==> src/rtl/wb_port_arbiter_if.sv <==
// Bus bundle between the writeback/multiplier side and wb_port_arbiter.
// Multiplier handshake: a result transfers on a rising edge where mul_valid && mul_ready are both 1.
// mul_ready depends only on registered state. There is no pipeline back-pressure.
interface wb_port_arbiter_if;
  logic        pipe_we;
  logic [4:0]  pipe_waddr;
  logic [31:0] pipe_wdata;
  logic        mul_valid;
  logic        mul_ready;
  logic [4:0]  mul_waddr;
  logic [31:0] mul_wdata;
  logic        issue_valid;
  logic [4:0]  issue_waddr;
  logic [4:0]  raddr1;
  logic [4:0]  raddr2;
  logic        hazard1;
  logic        hazard2;
  logic        hazard_w;
  logic        stall_req;
  logic        rf_we;
  logic [4:0]  rf_waddr;
  logic [31:0] rf_wdata;
  logic        err;

  modport master (
    output pipe_we, pipe_waddr, pipe_wdata,
    output mul_valid, mul_waddr, mul_wdata,
    output issue_valid, issue_waddr, raddr1, raddr2,
    input  mul_ready, hazard1, hazard2, hazard_w, stall_req,
    input  rf_we, rf_waddr, rf_wdata, err
  );

  modport slave (
    input  pipe_we, pipe_waddr, pipe_wdata,
    input  mul_valid, mul_waddr, mul_wdata,
    input  issue_valid, issue_waddr, raddr1, raddr2,
    output mul_ready, hazard1, hazard2, hazard_w, stall_req,
    output rf_we, rf_waddr, rf_wdata, err
  );
endinterface

==> src/rtl/wb_port_arbiter.sv <==
// Register-file write port arbiter: the pipeline always wins, and multiplier results wait in a FIFO.
// It also keeps a busy scoreboard and a starvation guard. Optional checker: WBARB_PROTOCOL_CHECK_EN.
module wb_port_arbiter #(
  parameter int FIFO_DEPTH   = 2,
  parameter int STARVE_LIMIT = 4
) (
  input logic              clk,
  input logic              rst,
  wb_port_arbiter_if.slave bus
);
  localparam int AW = $clog2(FIFO_DEPTH);
  localparam int CW = AW + 1;

  logic [36:0]   r_mem [FIFO_DEPTH];
  logic [AW-1:0] r_wr_ptr;
  logic [AW-1:0] r_rd_ptr;
  logic [CW-1:0] r_count;
  logic [3:0]    r_starve;
  logic [31:0]   r_busy;
  logic          r_rf_we;
  logic          r_from_fifo;
  logic [4:0]    r_rf_waddr;
  logic [31:0]   r_rf_wdata;

  logic          w_full;
  logic          w_empty;
  logic          w_pipe_valid;
  logic          w_push;
  logic          w_pop;
  logic [4:0]    w_head_waddr;
  logic [31:0]   w_head_wdata;
  logic [31:0]   w_set_mask;
  logic [31:0]   w_clr_mask;

  assign w_full       = (r_count == CW'(FIFO_DEPTH));
  assign w_empty      = (r_count == '0);
  assign w_pipe_valid = bus.pipe_we && (bus.pipe_waddr != 5'd0);
  assign w_push       = bus.mul_valid && !w_full;
  assign w_pop        = !w_empty && !w_pipe_valid;
  assign w_head_waddr = r_mem[r_rd_ptr][36:32];
  assign w_head_wdata = r_mem[r_rd_ptr][31:0];

  // The set mask is applied after the clear mask, so an issue wins over a retiring write to the same register.
  assign w_set_mask = (bus.issue_valid && (bus.issue_waddr != 5'd0)) ? (32'd1 << bus.issue_waddr) : 32'd0;
  assign w_clr_mask = (r_rf_we && r_from_fifo) ? (32'd1 << r_rf_waddr) : 32'd0;

  always_ff @(posedge clk) begin
    if (w_push) r_mem[r_wr_ptr] <= {bus.mul_waddr, bus.mul_wdata};
  end

  always_ff @(posedge clk) begin
    if (!rst) begin
      r_wr_ptr    <= '0;
      r_rd_ptr    <= '0;
      r_count     <= '0;
      r_starve    <= 4'd0;
      r_busy      <= 32'd0;
      r_rf_we     <= 1'b0;
      r_from_fifo <= 1'b0;
      r_rf_waddr  <= 5'd0;
      r_rf_wdata  <= 32'd0;
    end else begin
      if (w_push) r_wr_ptr <= r_wr_ptr + AW'(1);
      if (w_pop)  r_rd_ptr <= r_rd_ptr + AW'(1);
      case ({w_push, w_pop})
        2'b10:   r_count <= r_count + CW'(1);
        2'b01:   r_count <= r_count - CW'(1);
        default: r_count <= r_count;
      endcase

      if (w_empty || w_pop)
        r_starve <= 4'd0;
      else if (w_pipe_valid && (r_starve != 4'(STARVE_LIMIT)))
        r_starve <= r_starve + 4'd1;

      r_busy <= ((r_busy & ~w_clr_mask) | w_set_mask) & 32'hFFFF_FFFE;

      if (w_pipe_valid) begin
        r_rf_we     <= 1'b1;
        r_from_fifo <= 1'b0;
        r_rf_waddr  <= bus.pipe_waddr;
        r_rf_wdata  <= bus.pipe_wdata;
      end else if (w_pop && (w_head_waddr != 5'd0)) begin
        r_rf_we     <= 1'b1;
        r_from_fifo <= 1'b1;
        r_rf_waddr  <= w_head_waddr;
        r_rf_wdata  <= w_head_wdata;
      end else begin
        r_rf_we     <= 1'b0;
        r_from_fifo <= 1'b0;
      end
    end
  end

  assign bus.mul_ready = !w_full;
  assign bus.stall_req = (r_starve == 4'(STARVE_LIMIT));
  assign bus.hazard1   = r_busy[bus.raddr1];
  assign bus.hazard2   = r_busy[bus.raddr2];
  assign bus.hazard_w  = r_busy[bus.issue_waddr];
  assign bus.rf_we     = r_rf_we;
  assign bus.rf_waddr  = r_rf_waddr;
  assign bus.rf_wdata  = r_rf_wdata;

`ifdef WBARB_PROTOCOL_CHECK_EN
  logic r_err;
  logic w_err_evt;

  assign w_err_evt = (bus.issue_valid && (bus.issue_waddr != 5'd0) && r_busy[bus.issue_waddr])
                   || (bus.mul_valid && (bus.mul_waddr != 5'd0) && !r_busy[bus.mul_waddr])
                   || (w_pipe_valid && r_busy[bus.pipe_waddr]);

  always_ff @(posedge clk) begin
    if (!rst)           r_err <= 1'b0;
    else if (w_err_evt) r_err <= 1'b1;
  end

  assign bus.err = r_err;
`else
  assign bus.err = 1'b0;
`endif
endmodule

==> src/flat_wrapper.sv <==
// flat-port wrapper written by rule: the top's interface ports become plain ports
module wb_port_arbiter_flat 
#(
  parameter int FIFO_DEPTH   = 2,
  parameter int STARVE_LIMIT = 4
)
  (clk, rst, bus_pipe_we, bus_pipe_waddr, bus_pipe_wdata, bus_mul_valid, bus_mul_waddr, bus_mul_wdata, bus_issue_valid, bus_issue_waddr, bus_raddr1, bus_raddr2, bus_mul_ready, bus_hazard1, bus_hazard2, bus_hazard_w, bus_stall_req, bus_rf_we, bus_rf_waddr, bus_rf_wdata, bus_err);
  wb_port_arbiter_if bus_i ();
  input logic clk;
  input logic rst;
  input wire logic [$bits(bus_i.pipe_we)-1:0] bus_pipe_we;
  input wire logic [$bits(bus_i.pipe_waddr)-1:0] bus_pipe_waddr;
  input wire logic [$bits(bus_i.pipe_wdata)-1:0] bus_pipe_wdata;
  input wire logic [$bits(bus_i.mul_valid)-1:0] bus_mul_valid;
  input wire logic [$bits(bus_i.mul_waddr)-1:0] bus_mul_waddr;
  input wire logic [$bits(bus_i.mul_wdata)-1:0] bus_mul_wdata;
  input wire logic [$bits(bus_i.issue_valid)-1:0] bus_issue_valid;
  input wire logic [$bits(bus_i.issue_waddr)-1:0] bus_issue_waddr;
  input wire logic [$bits(bus_i.raddr1)-1:0] bus_raddr1;
  input wire logic [$bits(bus_i.raddr2)-1:0] bus_raddr2;
  output wire logic [$bits(bus_i.mul_ready)-1:0] bus_mul_ready;
  output wire logic [$bits(bus_i.hazard1)-1:0] bus_hazard1;
  output wire logic [$bits(bus_i.hazard2)-1:0] bus_hazard2;
  output wire logic [$bits(bus_i.hazard_w)-1:0] bus_hazard_w;
  output wire logic [$bits(bus_i.stall_req)-1:0] bus_stall_req;
  output wire logic [$bits(bus_i.rf_we)-1:0] bus_rf_we;
  output wire logic [$bits(bus_i.rf_waddr)-1:0] bus_rf_waddr;
  output wire logic [$bits(bus_i.rf_wdata)-1:0] bus_rf_wdata;
  output wire logic [$bits(bus_i.err)-1:0] bus_err;
  assign bus_i.pipe_we = bus_pipe_we;
  assign bus_i.pipe_waddr = bus_pipe_waddr;
  assign bus_i.pipe_wdata = bus_pipe_wdata;
  assign bus_i.mul_valid = bus_mul_valid;
  assign bus_i.mul_waddr = bus_mul_waddr;
  assign bus_i.mul_wdata = bus_mul_wdata;
  assign bus_i.issue_valid = bus_issue_valid;
  assign bus_i.issue_waddr = bus_issue_waddr;
  assign bus_i.raddr1 = bus_raddr1;
  assign bus_i.raddr2 = bus_raddr2;
  assign bus_mul_ready = bus_i.mul_ready;
  assign bus_hazard1 = bus_i.hazard1;
  assign bus_hazard2 = bus_i.hazard2;
  assign bus_hazard_w = bus_i.hazard_w;
  assign bus_stall_req = bus_i.stall_req;
  assign bus_rf_we = bus_i.rf_we;
  assign bus_rf_waddr = bus_i.rf_waddr;
  assign bus_rf_wdata = bus_i.rf_wdata;
  assign bus_err = bus_i.err;
  wb_port_arbiter #(.FIFO_DEPTH(FIFO_DEPTH), .STARVE_LIMIT(STARVE_LIMIT)) u_core (.clk(clk), .rst(rst), .bus(bus_i));
endmodule
==> config.mk <==
export PLATFORM = sky130hd
export DESIGN_NAME = wb_port_arbiter_flat
export DESIGN_NICKNAME = d
export VERILOG_FILES = /design/src/rtl/wb_port_arbiter_if.sv /design/src/rtl/wb_port_arbiter.sv /design/src/flat_wrapper.sv
export SDC_FILE = /design/constraint.sdc
export NUM_CORES = 1
export LEC_CHECK = 0
export ABC_AREA = 0
export CORE_MARGIN = 2
export CORE_UTILIZATION = 54
export DETAILED_ROUTE_END_ITERATION = 12
export DONT_BUFFER_PORTS = 1
export PLACE_DENSITY = 0.76
export SLEW_MARGIN = 10
export SYNTH_ARGS = -nofsm -noshare
export SYNTH_HDL_FRONTEND = slang
export SYNTH_SLANG_ARGS = --single-unit
==> constraint.sdc <==
create_clock -name clk -period 3.8 [get_ports clk]
set_input_delay 0.38 -clock clk [delete_from_list [all_inputs] [get_ports clk]]
set_output_delay 0.38 -clock clk [all_outputs]
set_load 0.005 [all_outputs]
==> run_summary.xml <==
<?xml version="1.0" encoding="UTF-8"?>
<metrics>
  <group name="floorplan">
    <metric name="placement_rows" unit="">41</metric>
  </group>
  <group name="timing">
    <metric name="top_achievable_clock_speed" unit="MHz">359</metric>
    <metric name="total_negative_setup_slacks" unit="ns">0</metric>
    <metric name="clock_tree_skew_after_final_layout" unit="ns">0.00775</metric>
    <metric name="worst_tran_pin_value" unit="ns">1.18</metric>
  </group>
  <group name="worst_setup_path">
    <metric name="path_max_fanout" unit="">39</metric>
    <metric name="worst-endpoint-required" unit="ns">4.10</metric>
    <metric name="critPathTopFamily" unit="">flip-flops</metric>
    <metric name="critical-path-top-cell-by-count" unit="">sky130_fd_sc_hd__nor2_1</metric>
    <metric name="startpoint_type" unit="">flip-flop</metric>
    <metric name="slowest_stage_cell_cp" unit="">sky130_fd_sc_hd__dfxtp_2</metric>
    <metric name="worst_path_largest_cell_delay" unit="ns">0.94</metric>
  </group>
  <group name="synth">
    <metric name="synthArstFlopShare" unit="%">0</metric>
    <metric name="edf_count" unit="">74</metric>
    <metric name="netlist.top_cell.by_area" unit="">sky130_fd_sc_hd__edfxtp_1</metric>
    <metric name="post_synth.cell_area_avg" unit="um2">11.7</metric>
    <metric name="synth.area.mux_share" unit="%">19.5</metric>
    <metric name="synth-main-ff-cell" unit="">sky130_fd_sc_hd__dfxtp_1</metric>
  </group>
  <group name="clock_tree">
    <metric name="holdBufCountCts" unit="">0</metric>
    <metric name="cts_resized" unit="">0</metric>
    <metric name="insertion_delay" unit="ns">0.41</metric>
    <metric name="clock_sinks" unit="">153</metric>
  </group>
  <group name="finish">
    <metric name="finish.cell_count_without_fillers" unit="">755</metric>
    <metric name="n_antenna_cell" unit="">0</metric>
    <metric name="final_common_cell" unit="">sky130_fd_sc_hd__dfxtp_1</metric>
  </group>
  <group name="pwr">
    <metric name="ir_worst_vdd" unit="V">0.000435</metric>
    <metric name="pwr.group.sequential" unit="mW">2.19</metric>
    <metric name="power_density" unit="nW/um2">638</metric>
    <metric name="comb_cell_power" unit="mW">0.889</metric>
    <metric name="power_frac_seq" unit="%">45.5</metric>
    <metric name="comb_power_share" unit="%">18.5</metric>
  </group>
  <group name="route">
    <metric name="vias" unit="">4615</metric>
    <metric name="post_drt_via_cell_ratio" unit="">6.11</metric>
    <metric name="drc_errors" unit="">0</metric>
  </group>
  <group name="run_status">
    <metric name="outcome" unit="">finished clean</metric>
  </group>
  <group name="global_routing">
    <metric name="global_route.usage.total" unit="%">23.0</metric>
    <metric name="gr-total-overflow" unit="">0</metric>
  </group>
  <group name="run">
    <metric name="drv_cap" unit="">0</metric>
  </group>
  <group name="place">
    <metric name="dp_hpwl" unit="um">10300</metric>
  </group>
</metrics>
==> cell type report <==
class | instances | area, um2 | area share [%]
sequential | 153 | 3800 | 50.4
multi-input combinational | 391 | 2880 | 38.1
clock buffer | 19 | 453 | 6.00
tap | 172 | 215 | 2.85
clock inverter | 13 | 170 | 2.25
inverter | 6 | 22.5 | 0.298
timing repair buffer | 1 | 7.51 | 0.0994
==> worst reg2reg max path, stage by stage (launching register included) <==
cell,delay (ns)
sky130_fd_sc_hd__dfxtp_2,0.94
sky130_fd_sc_hd__nor2_1,0.22
sky130_fd_sc_hd__a221oi_4,0.43
sky130_fd_sc_hd__buf_4,0.59
sky130_fd_sc_hd__nor2_1,0.13
sky130_fd_sc_hd__o311a_1,0.37
==> registers in the layout, summed over array words and instances, names as in the netlist, named ones only <==
register             flops
u_core.r_starve          4
u_core.r_wr_ptr          1
u_core.r_count           2
u_core.bus.rf_waddr      5
u_core.r_from_fifo       1
u_core.bus.rf_we         1
u_core.r_busy           31
u_core.bus.rf_wdata     32
u_core.r_mem            74
u_core.r_rd_ptr          1
==> kinds of logic (layout without fill, tap and decap cells) <==
kind of cell	Yosys count	count (layout)
and+or+nand+nor	156	156
buffers and inverters	40	39
xor gates and xnor gates	4	4
DFF	153	153
muxes	104	104
adders and majority gates	3	3
other	1	1
AOI/OAI and AO/OA	123	123
==> per-layer routing <==
metal  GRT usage (%)  vias up  share of wire (%)
met1            25.4     2239                 37
met3            9.76       30                 10
met4            9.41        0                1.9
met5               0        -                  0
met2            39.3      205                 50
li1                -     2141                  -
Drive-strength map:
Scale: 3 px per um.
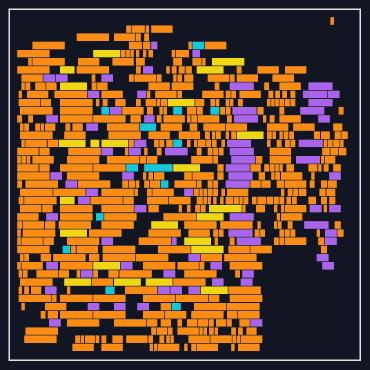
Orange is x1 and smaller, cells 475, share 81%. Cyan is x3 and x4, cells 13, share 2.2%. Purple is x2, cells 72, share 12%. Yellow is x6 and larger, cells 23, share 3.9%.
final non-filler cell area: 7550 um2
final setup slack of the worst path: 1.02 ns
Repair and plain buffers: 1
layout-stage area growth over the synthesis result: 10.4%

Register map, names as in the netlist:
Scale: 3 px per um. Other sequential cells in the stronger grey, the rest of the logic in the fainter grey.
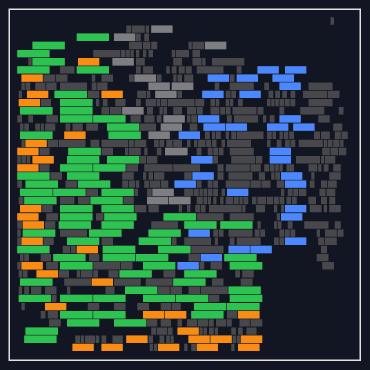
Blue is `u_core.r_busy`, placed flops 31. Orange is `u_core.bus.rf_wdata`, placed flops 32. Green is `u_core.r_mem`, placed flops 74.
Another 16 sequential cells are not coloured.

Cell classes on the final placement:
Scale: 4 px per um.
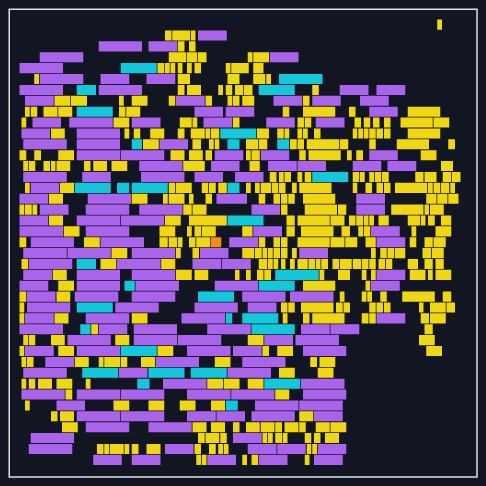
Orange is remaining buffers and delay cells, cells 1, share of their area 0.10%. Cyan is clock drivers and dummy loads, cells 32, share of their area 8.5%. Purple is registers, cells 153, share of their area 52%. Yellow is remaining logic cells, cells 397, share of their area 40%.

Cell placement:
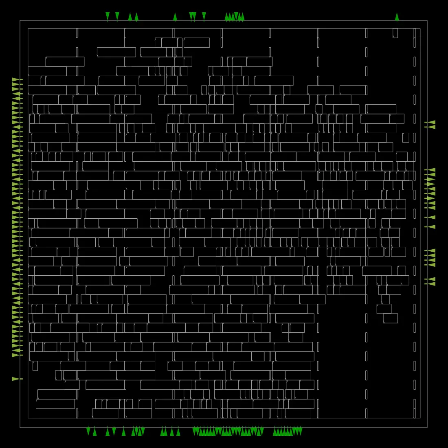
final core utilization: 60.3%
final sequential cell count: 153
number of well taps: 172
register fraction of the total cell area: 50.4%

No activity file was given, so power comes from the tool's default toggle rates.
